**Run 1: met3 routing**

The bar under the picture is 20 µm long.
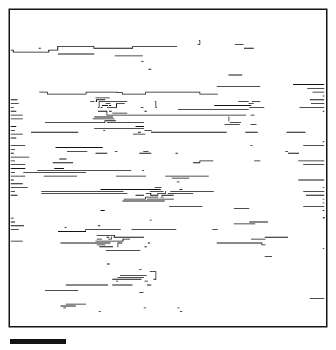
**Run 1: met2 routing**

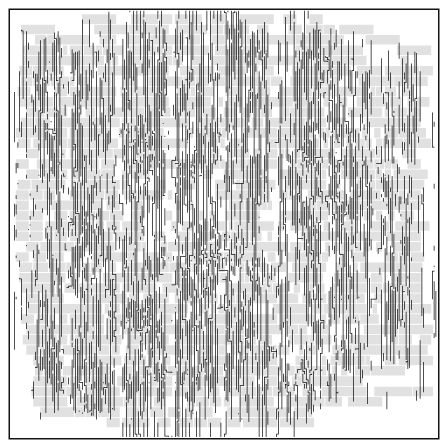
**Run 1: logic cells by family**

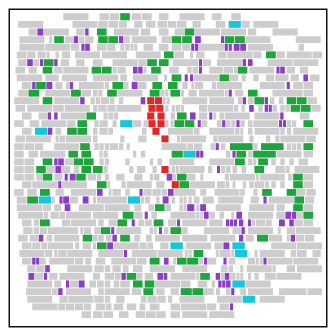
File: config.mk
export PLATFORM = sky130hd
export DESIGN_NAME = adc_responder
export DESIGN_NICKNAME = d
export VERILOG_FILES = /design/src/rtl/adc_responder.sv
export SDC_FILE = /design/constraint.sdc
export NUM_CORES = 1
export LEC_CHECK = 0
export CORE_UTILIZATION = 59
export DETAILED_ROUTE_END_ITERATION = 8
export GPL_TIMING_DRIVEN = 0
export PLACE_DENSITY = 0.89
export SLEW_MARGIN = 25
export SYNTH_ARGS = -nofsm -noshare
export SYNTH_HDL_FRONTEND = slang
export SYNTH_SLANG_ARGS = --single-unit
export TNS_END_PERCENT = 1
File: constraint.sdc
create_clock -name sclk -period 4.2 [get_ports sclk]
set_input_delay 0.84 -clock sclk [delete_from_list [all_inputs] [get_ports sclk]]
set_output_delay 0.84 -clock sclk [all_outputs]
set_load 0.02 [all_outputs]
File: src/rtl/adc_responder.sv
// adc_responder: SPI stand-in for the 8-channel 12-bit serial ADC.
// Each 16-clock frame shifts out 4 zeros and then 12 data bits, MSB first.
// The data belongs to the channel addressed in the previous frame.
// Samples come from ch_data, or from per-channel ramp counters when test_mode is set.
module adc_responder #(
  parameter int unsigned NUM_CH    = 8,
  parameter int unsigned DATA_W    = 12,
  parameter int unsigned RAMP_STEP = 1
) (
  input  logic                     sclk,
  input  logic                     rst_n,
  input  logic                     cs,
  input  logic                     din,
  input  logic [NUM_CH*DATA_W-1:0] ch_data,
  input  logic                     test_mode,
  output logic                     dout,
  output logic                     frame_done,
  output logic [2:0]               last_addr
);

  localparam int unsigned ADDR_W     = 3;
  localparam int unsigned CNT_W      = 4;
  localparam int unsigned IDX_W      = $clog2(DATA_W);
  localparam int unsigned SLOT_ADDR2 = 2;
  localparam int unsigned SLOT_LOAD  = 3;
  localparam int unsigned SLOT_ADDR0 = 4;
  localparam int unsigned SLOT_DATA0 = 4;
  localparam int unsigned SLOT_LAST  = 15;

  logic [CNT_W-1:0]  r_bit_cnt;
  logic [ADDR_W-1:0] r_addr;
  logic [ADDR_W-1:0] r_cur_ch;
  logic [ADDR_W-1:0] r_last_addr;
  logic [DATA_W-1:0] r_shift;
  logic [DATA_W-1:0] r_ramp [NUM_CH];
  logic              r_dout;
  logic              r_frame_done;

  logic [DATA_W-1:0] w_sample;
  logic [IDX_W-1:0]  w_bit_idx;

  // Sample for the channel being converted; addresses beyond NUM_CH read as 0.
  always_comb begin
    w_sample = '0;
    for (int i = 0; i < int'(NUM_CH); i++) begin
      if (r_cur_ch == ADDR_W'(i)) begin
        w_sample = test_mode ? r_ramp[i] : ch_data[i*DATA_W +: DATA_W];
      end
    end
  end

  // Bit of the shift register presented in the current data slot (slot 4 -> MSB).
  always_comb begin
    w_bit_idx = IDX_W'(DATA_W + SLOT_DATA0 - 1) - IDX_W'(r_bit_cnt);
  end

  // Frame slot counter, address capture, sample load and frame completion.
  always_ff @(posedge sclk or negedge rst_n) begin
    if (!rst_n) begin
      r_bit_cnt    <= '0;
      r_addr       <= '0;
      r_cur_ch     <= '0;
      r_last_addr  <= '0;
      r_shift      <= '0;
      r_frame_done <= 1'b0;
    end else if (cs) begin
      r_bit_cnt    <= '0;
      r_cur_ch     <= '0;
      r_addr       <= '0;
      r_frame_done <= 1'b0;
    end else begin
      case (r_bit_cnt)
        CNT_W'(SLOT_ADDR2): r_addr[2] <= din;
        CNT_W'(SLOT_LOAD):  r_addr[1] <= din;
        CNT_W'(SLOT_ADDR0): r_addr[0] <= din;
        default: ;
      endcase
      if (r_bit_cnt == CNT_W'(SLOT_LOAD)) begin
        r_shift <= w_sample;
      end
      if (r_bit_cnt == CNT_W'(SLOT_LAST)) begin
        r_bit_cnt    <= '0;
        r_cur_ch     <= r_addr;
        r_last_addr  <= r_addr;
        r_frame_done <= 1'b1;
      end else begin
        r_bit_cnt    <= r_bit_cnt + CNT_W'(1);
        r_frame_done <= 1'b0;
      end
    end
  end

  // Ramp counters advance when their channel is converted in test mode.
  always_ff @(posedge sclk or negedge rst_n) begin
    if (!rst_n) begin
      for (int i = 0; i < int'(NUM_CH); i++) begin
        r_ramp[i] <= '0;
      end
    end else if (!cs && test_mode && (r_bit_cnt == CNT_W'(SLOT_LOAD))) begin
      for (int i = 0; i < int'(NUM_CH); i++) begin
        if (r_cur_ch == ADDR_W'(i)) begin
          r_ramp[i] <= r_ramp[i] + DATA_W'(RAMP_STEP);
        end
      end
    end
  end

  // Serial data changes on the falling edge so it is stable at the controller's rising edge.
  always_ff @(negedge sclk or negedge rst_n) begin
    if (!rst_n) begin
      r_dout <= 1'b0;
    end else if (!cs && (r_bit_cnt >= CNT_W'(SLOT_DATA0))) begin
      r_dout <= r_shift[w_bit_idx];
    end else begin
      r_dout <= 1'b0;
    end
  end

  assign dout       = r_dout;
  assign frame_done = r_frame_done;
  assign last_addr  = r_last_addr;

endmodule

==> run summary, run 1 <==
Main metrics from the flow reports.

The HPWL after detailed placement came out at 15100 µm. The most common logic cells in the final layout are dfrtp_1 (122), clkdlybuf4s50_1 (103), mux2i_1 (87). The clock transition at the registers of the reported paths came out at 50 ps. The layout report lists the combined flip-flop and latch area as 0.00308 mm². For this run, the final setup violation count is recorded as 0. The initial antenna violation count is 1. The most used flip-flop cell after synthesis is dfrtp_1. Setup repair after global routing left no endpoint under its margin. The cell at the root of the clock tree is clkbuf_16. The largest individual stage delay along the critical path comes from the cell dfrtn_1.

Gates resized during post-CTS repair numbered 1. The data arrival time reported for the critical path is 3220 ps. The sequential share of power is 40.7%. The average footprint of a synthesized cell came out at 9.81 µm². For this run, the total global-route usage over all layers was measured as 33.2%.

The via count of the first global-routing pass came out at 6349. Per the synthesis report, the dominant area consumer among library cells is dfrtp_1. The class of the most critical setup path is flop to output pin.

The net count of the mapped netlist is 847. The total congestion overflow is 0. STA on the placed design reports a worst setup slack of -21.5 ps.

The clock tree from TritonCTS is done. The maximum fanout count along the critical path is 1. After synthesis, the cell types taking the most area are dfrtp_1 (42%), mux2i_1 (12%), xnor2_1 (8.5%).

Traced cell by cell, the critical path runs through dlygate4sd2_1. The latest clock arrival within the worst-skew pair came out at 410 ps. The buffer count from post-CTS setup fixing is 0.

The hold buffer count at cts is 0. The effective utilization at floorplan came out at 60.3%. The area figure in the yosys stat output is 0.00721 mm². The DRC violation total after the first TritonRoute iteration is 483.

The path class of the tightest hold or removal check is primary input to asynchronous set/reset pin. The core occupancy in the finished layout is 76.0%. In this run the tool buffered the top-level ports with 105 buffer cells. The transition time at the pin with the least slew margin came out at 732 ps. The run finished with clean final reports. The maximum cell stage delay along the critical path came out at 400 ps. The synthesized design contains 123 register bits. The die boundary height is 113 µm. The count of endpoints failing hold in the final timing report is 0.

The required time of the worst setup path is 3360 ps. The number of warnings printed during yosys synthesis is 0. The switching portion of total power comes to 22.7%.

The die extent in x came out at 113 µm. The commonest cells after synthesis are dfrtp_1 (122), mux2i_1 (87), xnor2_1 (70). The final clock skew came out at 23.3 ps. The largest voltage drop on the vdd net came out at 353 µV. The number of nets in the finished design is 972. The placeable core area came out at 0.0120 mm². The multi-input gate area in the final layout came out at 0.00392 mm².

The part of the total power dissipated in the clock network is 48.3%. The number of buffers between clock root and the deepest sink came out at 2. The count of placed standard cells including taps came out at 988.

The timing report notes that buffer and inverter cells on the critical path total 1. In the final layout, the fill cell count is 845. The post-route netlist has 7.12% of its cells at a drive strength greater than 1. The number of search-and-repair iterations in the first detailed-routing pass came out at 5. The total die area is 0.0127 mm². The launch point of the critical path was reported as dout. The number of placement rows came out at 40. Counting flops with a built-in enable in the synthesized netlist gives 0.

Per the timing report, the most critical flop-to-flop path originates at r_bit_cnt[0]. The routability-driven placement congestion ratio is 0.904. The number of warnings the tools reported is 28. Per the synthesis report, the number of distinct cell types is 43. The category of the worst setup path capture point is an output pin.

The final routed wire length divided by cell count came out at 19.8 µm. The startpoint kind of the worst setup timing path is a flop. Per the summary, power density relative to cell area is 346 mW/mm². The kind of cell with the highest combined delay along the critical path is flip-flops.

The top-area cell type share of the netlist area came out at 42.3%. The remaining number of nets flagged by the antenna check after routing came out at 0. The maximum level of the CTS H-tree is 4.

The final-report max-slew violation count came out at 0. In this run the most used layer during global routing was met2. The number of placed I/O pins came out at 106. The share of the yosys chip area belonging to registers is 42.7%. The global routing report lists met1 layer usage as 38.7%. The post-placement cell area came out at 0.00848 mm².

The leakage dissipation came out at 0.00401 µW. The post-route cell area came out at 0.00909 mm². The clock sink count is 123.

The via density per instance came out at 6.11. The net switching power is 713 µW. The synthesized area came out at 0.00721 mm².

The most numerous cell in the Yosys netlist is dfrtp_1. The worst reg-to-reg setup slack came out at 300 ps. The CTS buffer count is 17. The largest net degree at the start of global routing is 66. The detailed-route DRC error count is 0. The max-slew headroom at the worst pin is 51.2%. The antenna diode instance count came out at 0. The growth of design area from synthesis to finish is 26.0%. The first global-routing pass estimated 31900 µm of wire. The instance tally after logic synthesis came out at 735. The smallest setup slack after layout came out at 137 ps. The internal power of the cells came out at 2430 µW. Max-cap violations in this run came to 0. The proportion of power drawn by combinational gates is 10.9%.

The cell count listed in synth_stat.txt came out at 735. The fraction of registers with async set or reset after synthesis is 100%.
Back to the opening pictures, 'met3 routing':
share of all routed wire: 6.1%
wire length on this layer: 1240 µm
main direction: horizontal
longest straight run: 49.5 µm
via count of the routed design: 6224
met3 layer usage reported by global route: 8.05%
post-detailed-routing wire length: 20200 µm

Back to the opening pictures, 'met2 routing':
share of all routed wire: 51%
longest straight run: 48.3 µm
met2 layer usage reported by global route: 58.1%

Back to the opening pictures, 'logic cells by family':
[red] non-inverting ao/oa cells | cells: 12 | most used: o21a_1
[purple] nand cells | cells: 121 | most used: nand2_1 | where: widely spread
[cyan] fa/ha/maj cells | cells: 11 | most used: ha_1
[green] mux cells | cells: 100 | most used: mux2i_1 | where: widely spread
Non-Filler Instances: 1018
most instantiated logic cell after routing: dfrtp_1
multi-input combinational area share: 43.2%

==> run 1: per-stage QoR <==
step | hold WS [ps] | setup TNS (ps) | total power (µW)
final | 344 | 0 | 3140
after global routing | 382 | 0 | 3220
after CTS | 373 | 0 | 3150
after detailed placement | 468 | -21.5 | 1640
after global placement | 459 | -290410 | 1620
after floorplan | 445 | 0 | 1450
==> run 1: state kept, by name (all words and copies together), names as in the netlist <==
name        count
r_ramp         96
r_shift        12
r_bit_cnt       4
last_addr       3
r_addr          3
r_cur_ch        3
dout            1
frame_done      1
==> run 1: path summary, 6_finish.rpt <==
path | endpoint | depth (start not counted)
max | dout | 1
min | r_ramp[6] | 1
max reg2reg | dout | 4
min reg2reg | r_ramp[83] | 1
max in group asynchronous | dout | 1
min in group sclk | r_ramp[83] | 1
==> run 1: layout make-up <==
cell class,instances,share of cell area (%)
multi-input combinational,563,43.2
inverter,7,0.289
clock buffer,24,5.52
tap,147,2.02
sequential,123,33.9
buffer,42,2.04
timing repair buffer,106,11.9
clock inverter,6,1.21
==> run 1: power groups by stage <==
stage	clock, µW	sequential (µW)	combinational, µW
after floorplan	0	1280	163
after global placement	0	1300	326
after detailed placement	0	1300	339
after CTS	1530	1280	342
after global routing	1570	1280	368
final	1520	1280	344
==> run 1: per-layer routing <==
layer | vias up | part of all wire, %
met3 | 58 | 6.1
met2 | 280 | 51
li1 | 2863 | -
met1 | 3023 | 39
met4 | 0 | 4.2
met5 | - | 0
==> run 1: cell families after synthesis <==
group	Yosys count	share of synthesized area, %
adders and majority gates	11	1.91
xor gates and xnor gates	89	10.8
and+or+nand+nor	237	16.7
DFF	123	42.7
muxes	100	14.6
AOI/OAI and AO/OA	126	10.4
buffers and inverters	49	2.93
--- run 2 (diff from run 1) ---
Settings changed: ABC_AREA set to 0.
**Run 2: met2 routing**

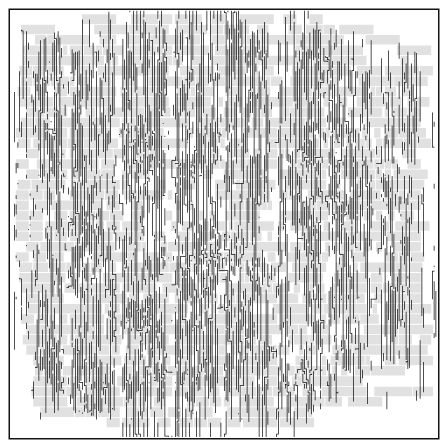

**Run 2: register map, names as in the netlist**

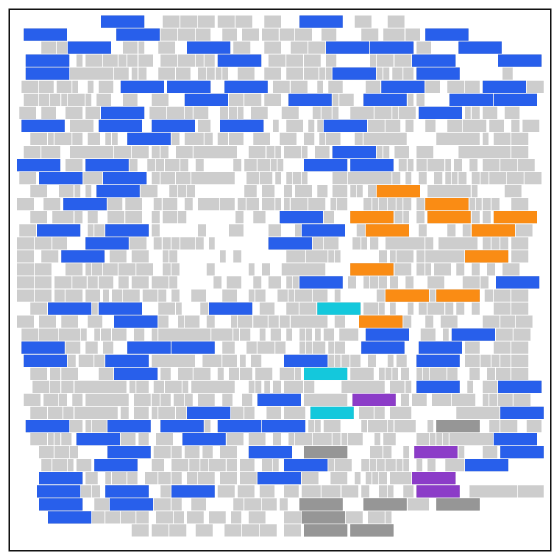
[purple] r_bit_cnt | sequential cells: 4 | where: south-east
[orange] r_shift | sequential cells: 12 | where: east
[cyan] r_cur_ch | sequential cells: 3
[blue] r_ramp | sequential cells: 96 | where: widely spread
not coloured: 8
Reg area: 0.00308 mm²
final core occ: 76.0%
power attributed to sequential cells: 1280 µW

**Run 2: track usage over the die**

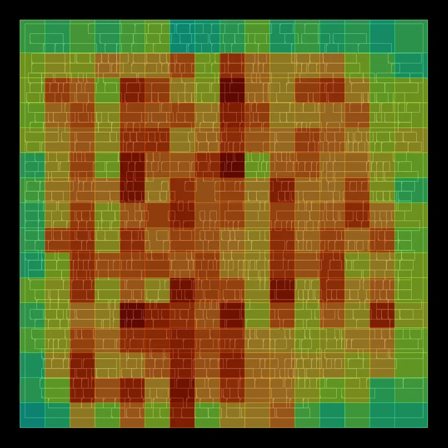
detailed-route wire length per cell: 19.8 µm
total routing usage reported by global routing: 33.2%
global-route met1 utilization: 38.7%
busiest layer in global routing: met2

==> run summary, run 2 <==
Main metrics from the flow reports.

The run finished with clean final reports. The non-filler instance count after layout came out at 1018 (unchanged). The final clock skew is 23.3 ps (unchanged). The total number of vias came out at 6224 (unchanged). The number of warnings the tools reported was 28 (unchanged).

The post-route cell area came out at 0.00909 mm² (unchanged). The proportion of power drawn by combinational gates is 10.9% (about the same). The cell count listed in synth_stat.txt came to 735 (unchanged).

The number of synthesized register bits is 123 (unchanged). The maximum cell stage delay along the critical path is 400 ps (about the same). The placement-stage worst setup slack is -21.5 ps (unchanged). Grouping non-sequential cells by family puts the most area in simple AND/OR/NAND/NOR gates.

The critical path is of the flop to output pin type. The count of final setup violators came out at 0 (unchanged). The minimum hold slack is 344 ps (unchanged). On the critical path the largest part of the delay comes from flip-flops. The largest voltage drop on the vdd net came out at 353 µV (unchanged). The fraction of registers with async set or reset after synthesis came out at 100% (unchanged). The critical path's slowest stage uses the library cell dfrtn_1. The buffer count from post-CTS setup fixing came to 0 (unchanged). The maximum fanout count along the critical path came out at 1 (unchanged). The antenna diode instance count is 0 (unchanged). The share of final-layout standard cells stronger than drive strength 1 is 7.12% (unchanged). The clock sink count came out at 123 (unchanged). The clock transition at the registers of the reported paths is 50 ps (about the same). The reported max-cap violation count came out at 0 (unchanged). The number of warnings printed during yosys synthesis came out at 0 (unchanged).

The top-area cell type share of the netlist area came to 42.3% (unchanged). The detailed-route DRC error count is 0 (unchanged). The synthesis report names the predominant flop master as dfrtp_1. The DRC violation total after the first TritonRoute iteration is 483 (unchanged). The post-cts sizing count was 1 (unchanged). The part of the total power dissipated in the clock network is 48.3% (about the same). Looking at the gate-level netlist, the highest instance count belongs to dfrtp_1. The clock tree from TritonCTS is done. The number of nets in the finished design is 972 (unchanged). The post-synthesis compound-gate area fraction came out at 10.4% (unchanged). The routability-driven placement congestion ratio came to 0.904 (unchanged). The net count of the mapped netlist is 847 (unchanged).

The total routed wirelength came to 20200 µm (unchanged). The registers reported with the highest flop counts are r_ramp (96), r_shift (12), r_bit_cnt (4). The post-synth tally of flip-flops with integrated enable came to 0 (unchanged). The synthesized area is 0.00721 mm² (unchanged).

The cell at the root of the clock tree is clkbuf_16. The post-synthesis xor/xnor area fraction came to 10.8% (unchanged). The latest clock arrival within the worst-skew pair came out at 410 ps (about the same).

The arrival time reported for the critical path endpoint is 3220 ps (about the same). The placeable core area was 0.0120 mm² (unchanged). The register bank with the most flops is r_ramp. The largest area contributor in the synthesized netlist is dfrtp_1. The mux cell area share after synthesis was 14.6% (unchanged). The share of the yosys chip area belonging to registers came to 42.7% (unchanged). The leakage dissipation is 0.00401 µW (unchanged). The number of buffers between clock root and the deepest sink was 2 (unchanged). The hold buffer count at cts is 0 (unchanged).

The worst reg-to-reg setup slack came out at 300 ps (about the same). The final sum of negative setup slack came out at 0 ps (unchanged). After synthesis, the cell types taking the most area are dfrtp_1 (42%), mux2i_1 (12%), xnor2_1 (8.5%).

The instance tally after logic synthesis is 735 (unchanged). The most common logic cell in the routed design is dfrtp_1. The number of search-and-repair iterations in the first detailed-routing pass came out at 5 (unchanged). The most common logic cells in the final layout are dfrtp_1 (122), clkdlybuf4s50_1 (103), mux2i_1 (87). The count of endpoints failing hold in the final timing report came to 0 (unchanged).

The signal on the critical path passes through dlygate4sd2_1. The die extent in x came to 113 µm (unchanged). The global-route wire length before repair came out at 31900 µm (unchanged). The required time of the worst setup path came out at 3360 ps (about the same).

The transition time at the pin with the least slew margin came out at 732 ps (unchanged). The max-slew headroom at the worst pin is 51.2% (unchanged). The CTS buffer count came out at 17 (unchanged).

The largest net degree at the start of global routing came out at 66 (unchanged). The effective utilization at floorplan came out at 60.3% (unchanged). The initial antenna violation count is 1 (unchanged).

The final-report max-slew violation count came to 0 (unchanged). Setup repair after global routing left no endpoint under its margin. The count of input and output buffers is 105 (unchanged). The post-placement cell area is 0.00848 mm² (unchanged). The buffering stage count on the worst path with inverters included is 1 (unchanged).

The worst setup path is captured at an output pin. The type recorded for the worst min-delay path is primary input to asynchronous set/reset pin. The flip-flop count of the largest register after layout came out at 96 (unchanged). The total die area was 0.0127 mm² (unchanged). The commonest cells after synthesis are dfrtp_1 (122), mux2i_1 (87), xnor2_1 (70). STA classifies the critical path startpoint as a flop.
-- run 2: through the flow --
stage	util (%)	power, µW
finish	76.0	3140
detailed placement	70.9	1640
CTS	76.0	3150
global route	76.0	3220
global placement	70.6	1620
floorplan	-	1450
-- run 2: worst paths after layout --
kind,from,end,cells after the start
max,dout,dout,1
min,rst_n,r_ramp[6],1
max reg2reg,r_bit_cnt[0],dout,4
min reg2reg,r_ramp[83],r_ramp[83],1
max in group asynchronous,rst_n,dout,1
min in group sclk,r_ramp[83],r_ramp[83],1
-- run 2: logic make-up (layout without fill, tap and decap cells) --
| logic type | after synthesis | after routing |
|---|---|---|
| XOR/XNOR | 89 | 89 |
| adder cells (fa/ha/maj) | 11 | 11 |
| multiplexers | 100 | 100 |
| buffers and inverters | 49 | 185 |
| flip-flops | 123 | 123 |
| AND/OR/NAND/NOR | 237 | 237 |
| AND-OR/OR-AND | 126 | 126 |
-- run 2: routing by layer --
metal	routed length (µm)	vias up	global-route usage, %
met3	1240	58	8.05
met5	0	-	0
met2	10300	280	58.1
li1	-	2863	-
met4	840	0	14.8
met1	7840	3023	38.7
-- run 2: final cells by class --
type                    instances  area [µm²]
multi-input cells             563        3920
flip-flops and latches        123        3080
fillers                       845        2870
repair buffers                106        1080
clock buffers                  24         502
plain buffers                  42         185
well taps                     147         184
clock inverters                 6         110
inverters                       7        26.3
-- run 2: power groups by stage --
stage | combinational [µW] | sequential (µW) | clock [µW]
after global routing | 368 | 1280 | 1570
after global placement | 326 | 1300 | 0
after floorplan | 163 | 1280 | 0
after CTS | 342 | 1280 | 1530
final | 344 | 1280 | 1520
after detailed placement | 339 | 1300 | 0
--- run 3 (diff from run 2) ---
Settings changed: SLEW_MARGIN 25 to unset.
**Run 3: met3 routing**

The bar under the picture is 20 µm long.
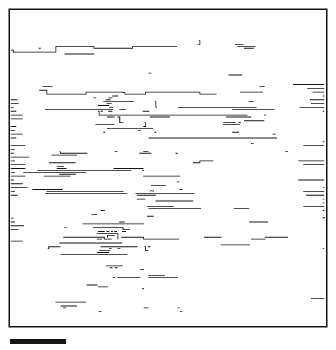
wire length on this layer: 1180 µm
share of all routed wire: 5.8%
post-detailed-routing wire length: 20300 µm
via count of the routed design: 6201

**Run 3: track usage over the die**

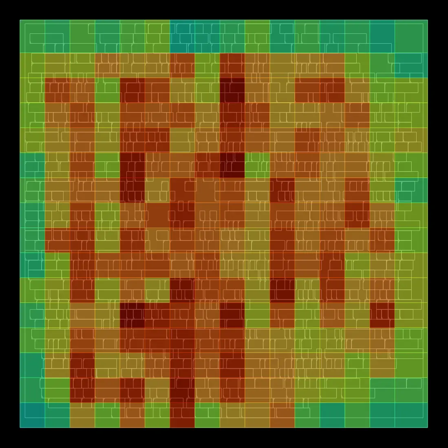
final core occ: 76.0%
global-route met1 utilization: 38.6%
total routing usage reported by global routing: 33.2%

**Run 3: register map, names as in the netlist**

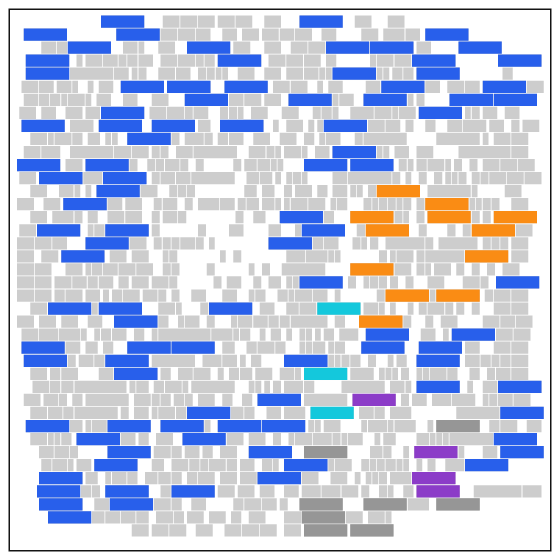
Seq/total area: 33.9%

==> run summary, run 3 <==
Main metrics from the flow reports.

The count of endpoints failing hold in the final timing report came out at 0 (unchanged). The leakage dissipation came to 0.00401 µW (about the same). The count of final setup violators was 0 (unchanged). The clock sink count is 123 (unchanged). The share of final-layout standard cells stronger than drive strength 1 came out at 7.12% (unchanged). The slowest stage of the critical path belongs to the cell dfrtn_1.

The number of buffers between clock root and the deepest sink is 2 (unchanged). The cell at the root of the clock tree is clkbuf_16. The instance tally after logic synthesis is 735 (unchanged). Ranked by total cell area, the synthesized netlist is headed by dfrtp_1 (42%), mux2i_1 (12%), xnor2_1 (8.5%). The final-report max-slew violation count came out at 0 (unchanged). The distinct cell type count of the synthesized netlist came out at 43. The worst reg-to-reg setup slack was 290 ps (about the same).

The share of the yosys chip area belonging to registers is 42.7% (unchanged). The antenna diode instance count is 0 (unchanged). The area figure in the yosys stat output is 0.00721 mm². Setup repair after global routing left no endpoint under its margin. The remaining number of nets flagged by the antenna check after routing is 0. r_ramp holds more flip-flops than any other register. Yosys shows that the main logic family after synthesis is simple AND/OR/NAND/NOR gates. The busiest layer in global routing is met2. The post-synth tally of flip-flops with integrated enable was 0 (unchanged). The number of warnings printed during yosys synthesis came out at 0 (unchanged). The largest net degree at the start of global routing was 66 (unchanged).

The clock transition at the registers of the reported paths is 50 ps (about the same). The post-placement cell area is 0.00848 mm² (about the same). The latest clock arrival within the worst-skew pair is 420 ps (about the same).

The required time of the worst setup path came out at 3360 ps (about the same). The CTS buffer count came out at 17 (unchanged). The largest voltage drop on the vdd net came out at 353 µV (about the same). The via density per instance came out at 6.09. The flip-flop count of the largest register after layout is 96 (unchanged).

The buffering stage count on the worst path with inverters included is 1 (unchanged). Detailed placement ended at an HPWL of 15100 µm. The global-route wire length before repair is 31900 µm (about the same). In the synthesized netlist, the cells that appear most often are dfrtp_1 (122), mux2i_1 (87), xnor2_1 (70).

The number of nets in the finished design is 972 (unchanged). The growth of design area from synthesis to finish came out at 26.0%. The fraction of the mapped netlist area in simple logic gates is 16.7%. Per STA, the worst path is made up of dlygate4sd2_1. The largest registers in the layout are r_ramp (96), r_shift (12), r_bit_cnt (4). The area fraction in full adders, half adders and majority gates came out at 1.91%.

After floorplanning, the core was divided into 40 placement rows. The clock tree from TritonCTS is done. In the post-route analysis, the smallest setup slack over all paths is 137 ps. The DRC violation total after the first TritonRoute iteration is 492 (+1.9%).

The initial antenna violation count is 1 (unchanged). The total congestion overflow is 0. The placement-stage worst setup slack came out at -21.5 ps (unchanged).

The total power per unit cell area came out at 346 mW/mm². The number of warnings the tools reported came out at 28 (unchanged). The post-synthesis compound-gate area fraction is 10.4% (unchanged). In this run the count of I/O pins placed on the die edge is 106. The synthesized area is 0.00721 mm² (unchanged). The max-slew headroom at the worst pin came to 51.5% (+0.27 points). The number of search-and-repair iterations in the first detailed-routing pass is 5 (unchanged). The flow ran to the end, and the final reports show no timing, DRC or antenna violations.

The cell count listed in synth_stat.txt is 735 (unchanged). The routability-driven placement congestion ratio is 0.904 (unchanged). The post-synthesis xor/xnor area fraction is 10.8% (unchanged). The count of input and output buffers came out at 105 (unchanged).

The startpoint kind of the worst setup timing path is a flop. The most numerous cell in the Yosys netlist is dfrtp_1. The maximum level of the CTS H-tree came out at 4. The total die area is 0.0127 mm² (unchanged).

The net count of the mapped netlist came out at 847 (unchanged). The fraction of registers with async set or reset after synthesis was 100% (unchanged). The maximum fanout count along the critical path was 1 (unchanged).

The mux cell area share after synthesis came out at 14.6% (unchanged). In this run the worst hold path is classified as primary input to asynchronous set/reset pin. The most common logic cells in the final layout are dfrtp_1 (122), clkdlybuf4s50_1 (103), mux2i_1 (87). The top-area cell type share of the netlist area is 42.3% (unchanged). The hold buffer count at cts came to 0 (unchanged). The minimum hold slack came out at 396 ps (+52.1 ps). The final clock skew is 25.2 ps (+1.88 ps).

The placeable core area came out at 0.0120 mm² (unchanged). The maximum cell stage delay along the critical path is 400 ps (about the same). The reported max-cap violation count is 0 (unchanged). The transition time at the pin with the least slew margin is 721 ps (-10.7 ps). The global routing usage on met3 was 8.05% (unchanged). The post-route cell area is 0.00909 mm² (about the same). The routing usage on met2 came out at 58.2% (+0.082 points).

By startpoint and endpoint, the worst setup path is classified as flop to output pin. The arrival time reported for the critical path endpoint came out at 3220 ps (about the same). The die extent in x came out at 113 µm (unchanged). The worst setup path is captured at an output pin. The via count of the first global-routing pass was 6347. The average footprint of a synthesized cell is 9.81 µm².

The number of synthesized register bits came to 123 (unchanged). The final routed wire length divided by cell count was 20.0 µm (+0.62%). The most common logic cell in the final layout is dfrtp_1. The die boundary height is 113 µm. The effective utilization at floorplan came out at 60.3% (unchanged).

The detailed-route DRC error count is 0 (unchanged). The cell family with the largest share of critical-path delay is flip-flops. The largest area contributor in the synthesized netlist is dfrtp_1. Per the synth stats, the flop cell with the highest instance count is dfrtp_1.
[run 3: cell counts in the layout (fill, tap and decap cells not counted)]
No cell type changed its count.
[run 3: cells by family after synthesis]
logic type                 after synthesis
buffers and inverters                   49
DFF                                    123
AOI/OAI and AO/OA                      126
xor gates and xnor gates                89
adders and majority gates               11
and+or+nand+nor                        237
muxes                                  100
[run 3: cell type report]
cell class	count	area, µm²
multi-input combinational	563	3920
clock buffer	24	502
tap	147	184
timing repair buffer	106	1080
buffer	42	185
inverter	7	26.3
sequential	123	3080
clock inverter	6	110
fill	847	2880
[run 3: layer usage]
layer  share of wire [%]  vias up
met1                  39     3004
met4                 4.5        0
met2                  50      266
met3                 5.8       70
li1                    -     2861
met5                   0        -
[run 3: final timing paths]
kind | start | endpoint | cells past startpoint
min in group sclk | r_ramp[83] | r_ramp[83] | 1
min reg2reg | r_ramp[83] | r_ramp[83] | 1
min | rst_n | r_ramp[10] | 1
max | dout | dout | 1
max reg2reg | r_bit_cnt[0] | dout | 4
max in group asynchronous | rst_n | dout | 1
[run 3: per-stage QoR]
step	TNS (ps)	instances	power (µW)
3_5_place_dp	-21.5	988	1640
3_3_place_gp	-290410	987	1620
2_1_floorplan	0	735	1450
6_report	0	1018	3150
5_1_grt	0	1018	3220
4_1_cts	0	1018	3140
[run 3: where the power goes]
| group | leakage, µW | switching (µW) | internal [µW] | total [µW] |
|---|---|---|---|---|
| combinational | 0.00204 | 157 | 187 | 344 |
| sequential | 0.00168 | 43.2 | 1240 | 1280 |
| clock | 0.000294 | 518 | 1000 | 1520 |
[run 3: timing repair]
action	in CTS	in global routing
setup buffers	0	0
gates resized	1	0
setup endpoints to repair	1	0
No activity file was given, so power comes from the tool's default toggle rates.
